**config.mk**
```make
export PLATFORM = sky130hd
export DESIGN_NAME = instr_rom_fetch_arbiter
export DESIGN_NICKNAME = d
export VERILOG_FILES = /design/src/rtl/instr_rom_fetch_arbiter.sv
export SDC_FILE = /design/constraint.sdc
export NUM_CORES = 1
export LEC_CHECK = 0
export CAP_MARGIN = 25
export CORE_MARGIN = 1.5
export CORE_UTILIZATION = 45
export CTS_CLUSTER_SIZE = 24
export DETAILED_ROUTE_END_ITERATION = 12
export GPL_TIMING_DRIVEN = 0
export PLACE_DENSITY = 0.86
export SLEW_MARGIN = 20
export SYNTH_ARGS = -nofsm -noshare
export SYNTH_HDL_FRONTEND = slang
export SYNTH_SLANG_ARGS = --single-unit
```
**constraint.sdc**
```tcl
create_clock -name clk -period 6.05 [get_ports clk]
set_input_delay 0.9075 -clock clk [delete_from_list [all_inputs] [get_ports clk]]
set_output_delay 0.9075 -clock clk [all_outputs]
set_load 0.03 [all_outputs]
```
**src/rtl/instr_rom_fetch_arbiter.sv**
```systemverilog
// -----------------------------------------------------------------------------
// instr_rom_fetch_arbiter
//
// Shares one byte-wide, 1-cycle-latency block ROM between the instruction
// fetch port (if_*) and the data-read port (dm_*). Each granted request is
// served as four sequential byte reads assembled big-endian into a 32-bit word,
// returned with a single-cycle acknowledge.
//
// Handshake: a requester raises *_req with a stable *_addr and keeps it high
// until *_ack. The address is latched at grant, so later changes to *_addr or
// an early drop of *_req do not disturb a transaction already in flight. The
// ack is a one-cycle pulse and *_rdata is valid in that cycle and is held
// until that port's next ack. A req still high in the cycle after its ack is
// treated as a new request.
//
// Ports:
//   clk, rst            clock, asynchronous active-high reset
//   if_req/if_addr      fetch request and byte address
//   if_ack/if_rdata     fetch acknowledge pulse and returned word
//   dm_req/dm_addr      data-read request and byte address
//   dm_ack/dm_rdata     data-read acknowledge pulse and returned word
//   rom_en/rom_a        registered ROM read enable and byte address
//   rom_d               ROM read data, valid one cycle after rom_en/rom_a
//   busy                high whenever a transaction is in progress
// -----------------------------------------------------------------------------
module instr_rom_fetch_arbiter #(
  parameter int ADDR_W = 10
) (
  input  logic              clk,
  input  logic              rst,
  input  logic              if_req,
  input  logic [31:0]       if_addr,
  output logic              if_ack,
  output logic [31:0]       if_rdata,
  input  logic              dm_req,
  input  logic [31:0]       dm_addr,
  output logic              dm_ack,
  output logic [31:0]       dm_rdata,
  output logic              rom_en,
  output logic [ADDR_W-1:0] rom_a,
  input  logic [7:0]        rom_d,
  output logic              busy
);

  typedef enum logic [1:0] {
    IDLE = 2'd0,
    READ = 2'd1,
    LAST = 2'd2,
    ACK  = 2'd3
  } state_t;

  state_t              state_q, state_d;
  logic [1:0]          k_q, k_d;
  logic [ADDR_W-1:0]   base_q, base_d;
  logic                owner_dm_q, owner_dm_d;      // 1: current owner is dm
  logic                last_dm_q, last_dm_d;        // 1: dm was granted last
  logic [31:0]         asm_q, asm_d;
  logic                rom_en_q, rom_en_d;
  logic [ADDR_W-1:0]   rom_a_q, rom_a_d;
  logic                if_ack_q, if_ack_d;
  logic                dm_ack_q, dm_ack_d;
  logic [31:0]         if_rdata_q, if_rdata_d;
  logic [31:0]         dm_rdata_q, dm_rdata_d;

  logic                grant_dm;
  logic [ADDR_W-1:0]   grant_addr;
  logic [31:0]         full_word;

  // Upper address bits are intentionally ignored; the ROM wraps.
  logic unused_addr_bits;
  assign unused_addr_bits = ^{if_addr[31:ADDR_W], dm_addr[31:ADDR_W]};

  // Round-robin: on a tie the port that did not win last time is granted.
  assign grant_dm   = dm_req && (!if_req || !last_dm_q);
  assign grant_addr = grant_dm ? dm_addr[ADDR_W-1:0] : if_addr[ADDR_W-1:0];

  // Byte 3 arrives on rom_d during LAST, so the word handed to the owner is
  // formed from the three captured bytes plus the live ROM byte.
  assign full_word = {asm_q[31:8], rom_d};

  always_comb begin
    state_d    = state_q;
    k_d        = k_q;
    base_d     = base_q;
    owner_dm_d = owner_dm_q;
    last_dm_d  = last_dm_q;
    asm_d      = asm_q;
    rom_en_d   = rom_en_q;
    rom_a_d    = rom_a_q;
    if_ack_d   = 1'b0;
    dm_ack_d   = 1'b0;
    if_rdata_d = if_rdata_q;
    dm_rdata_d = dm_rdata_q;

    case (state_q)
      IDLE: begin
        if (if_req || dm_req) begin
          owner_dm_d = grant_dm;
          last_dm_d  = grant_dm;
          base_d     = grant_addr;
          // Present beat 0 so the ROM sees it in the first READ cycle.
          rom_en_d   = 1'b1;
          rom_a_d    = grant_addr;
          k_d        = 2'd0;
          state_d    = READ;
        end
      end

      READ: begin
        // rom_d now carries the byte requested by beat k-1.
        case (k_q)
          2'd1:    asm_d[31:24] = rom_d;
          2'd2:    asm_d[23:16] = rom_d;
          2'd3:    asm_d[15:8]  = rom_d;
          default: asm_d        = asm_q;
        endcase
        if (k_q == 2'd3) begin
          rom_en_d = 1'b0;
          k_d      = 2'd0;
          state_d  = LAST;
        end else begin
          k_d     = k_q + 2'd1;
          rom_a_d = base_q + ADDR_W'(k_q + 2'd1);
        end
      end

      LAST: begin
        asm_d[7:0] = rom_d;
        if (owner_dm_q) begin
          dm_ack_d   = 1'b1;
          dm_rdata_d = full_word;
        end else begin
          if_ack_d   = 1'b1;
          if_rdata_d = full_word;
        end
        state_d = ACK;
      end

      ACK: begin
        state_d = IDLE;
      end

      default: begin
        state_d = IDLE;
      end
    endcase
  end

  always_ff @(posedge clk or posedge rst) begin
    if (rst) begin
      state_q    <= IDLE;
      k_q        <= 2'd0;
      base_q     <= '0;
      owner_dm_q <= 1'b0;
      last_dm_q  <= 1'b1;
      asm_q      <= 32'd0;
      rom_en_q   <= 1'b0;
      rom_a_q    <= '0;
      if_ack_q   <= 1'b0;
      dm_ack_q   <= 1'b0;
      if_rdata_q <= 32'd0;
      dm_rdata_q <= 32'd0;
    end else begin
      state_q    <= state_d;
      k_q        <= k_d;
      base_q     <= base_d;
      owner_dm_q <= owner_dm_d;
      last_dm_q  <= last_dm_d;
      asm_q      <= asm_d;
      rom_en_q   <= rom_en_d;
      rom_a_q    <= rom_a_d;
      if_ack_q   <= if_ack_d;
      dm_ack_q   <= dm_ack_d;
      if_rdata_q <= if_rdata_d;
      dm_rdata_q <= dm_rdata_d;
    end
  end

  assign if_ack   = if_ack_q;
  assign dm_ack   = dm_ack_q;
  assign if_rdata = if_rdata_q;
  assign dm_rdata = dm_rdata_q;
  assign rom_en   = rom_en_q;
  assign rom_a    = rom_a_q;
  assign busy     = (state_q != IDLE);

endmodule
```
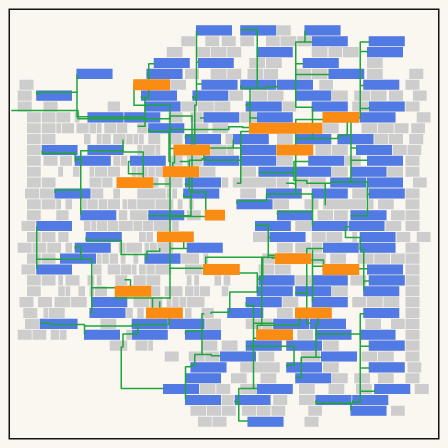
Figure 1: clock wires, drivers and flops.
green -> clock wires  # length 1,340 µm
orange -> clock-net drivers  # count 17
blue -> flip-flops  # count 117
routed clock nets = 18
flops lie = all over the die
Worst-Skew Late Latency: 510 ps
power share of the clock group: 0.221
clk pwr: 986 µW
worst clock skew: 7.63 ps

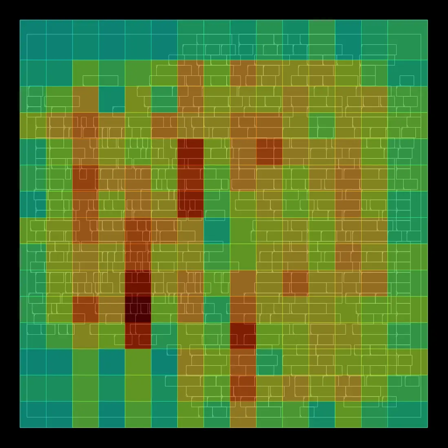
Figure 2: routing congestion.
met3 Use GR: 0.0620
Most Used Layer, Global Route: met2
GR Util met1: 0.235

==> Slide: Implementation Results <==
Physical Implementation Snapshot

Final layout
  • Cell area after layout: 6760 µm²
  • Diodes inserted: 0
  • Final Util: 0.649
  • Area delta synth->final: 38.7%

Logic synthesis
  • Yosys xor share: 0.0108
  • Mapped Cells: 347
  • Mapped cell area: 4880 µm²
  • Top-count cell post-synth: dfrtp_1
  • Yosys synthesis chip area: 4880 µm²
  • Register share after synthesis: 0.601
  • Area fraction in compound gates: 0.0552
  • #FFs+latches synth: 117
  • Comb area leader: multiplexers
  • Cell Type Count: 43
  • Top post-synthesis cells by count: 116 x dfrtp_1, 89 x mux2_2, 23 x nand2_1, 21 x o21ai_0, 13 x inv_1
  • Yosys Warn Count: 0
  • Max-area cell share: 0.595
  • Multiplexer area fraction after synthesis: 0.228

Floorplanning
  • # rows: 37
  • Core ar.: 10,400 µm²
  • Die span in y: 107 µm
  • Io pins: 154
  • Init Core Util: 0.468
  • Horiz. Die Dim: 107 µm

STA
  • Final Cycle Share: 0.486
  • Setup_tns: 0 ps
  • Final Setup Violations: 0
  • Worst-margin pin slew: 469 ps
  • Normalized max-slew margin: 0.687
  • Pins Over Slew Limit: 0

Clock network
  • TritonCTS buffer count: 17
  • Post-cts hold buffer count: 0
  • Deepest clock path buffer count: 2
  • CTS Root Cell: clkbuf_8
  • Sink Count: 117
  • CTS tree: done
  • Post-CTS setup buffers: 0

Worst setup path
  • CP bufs+invs: 4
  • Worst path depth: 5
  • Crit-path max cell delay: 660 ps
  • Worst setup SP type: register
  • Reg2Reg Depth: 7

Global routing
  • Total global routing overflow: 0
  • Largest net degree at the start of global routing: 69
  • First-pass GRT wire length: 17.0 mm
  • Global-route usage over all layers: 0.194
  • GR met2 Demand/Resource: 0.336

Pwr
  • Top power group: combinational logic
  • Overall Power: 4470 µW
  • Power Dens Cells: 661 nW/µm²
  • VDD IR-drop max: 0.305 mV
  • Sequential power: 1440 µW
  • Logic pwr share: 0.458
  • Switch Pwr: 1710 µW
  • Sw frac: 0.383

Drt
  • DRT Pass-1 Iters: 4
  • Routed vias: 3,223
  • Final antenna-violating net count: 0
  • Overall routed net length: 10.6 mm
  • Met2 WL post-DR: 5.42 mm

Placed design
  • I/O Buffers: 109
  • DP HPWL: 7.59 mm
  • Placed cells: 593
  • GPL Wtd Cong: 0.799

Flow run
  • MaxCap Viol Count: 0

Worst hold path
  • Worst min path class: reg2reg
  • Hold Path Sink: base_q[0]

Outcome
  • Status: finished clean
-- registers in the layout, indices dropped and copies added, names as in the netlist --
| name | cells |
|---|---|
| asm_q | 24 |
| owner_dm_q | 1 |
| dm_ack | 1 |
| rom_en | 1 |
| dm_rdata | 32 |
| if_rdata | 32 |
| last_dm_q | 1 |
| if_ack | 1 |
| rom_a | 10 |
| state_q | 2 |
| k_q | 2 |
| base_q | 10 |
-- layout make-up --
cell class,instances,area (µm²),area share
clock buffers,18,428,0.0633
plain buffers,14,83.8,0.0124
multi-input cells,203,1820,0.268
well taps,136,170,0.0252
clock inverters,14,164,0.0242
inverters,13,53.8,0.00796
flip-flops and latches,117,2930,0.433
repair buffers,110,1120,0.165
No activity file was given, so power comes from the tool's default toggle rates.
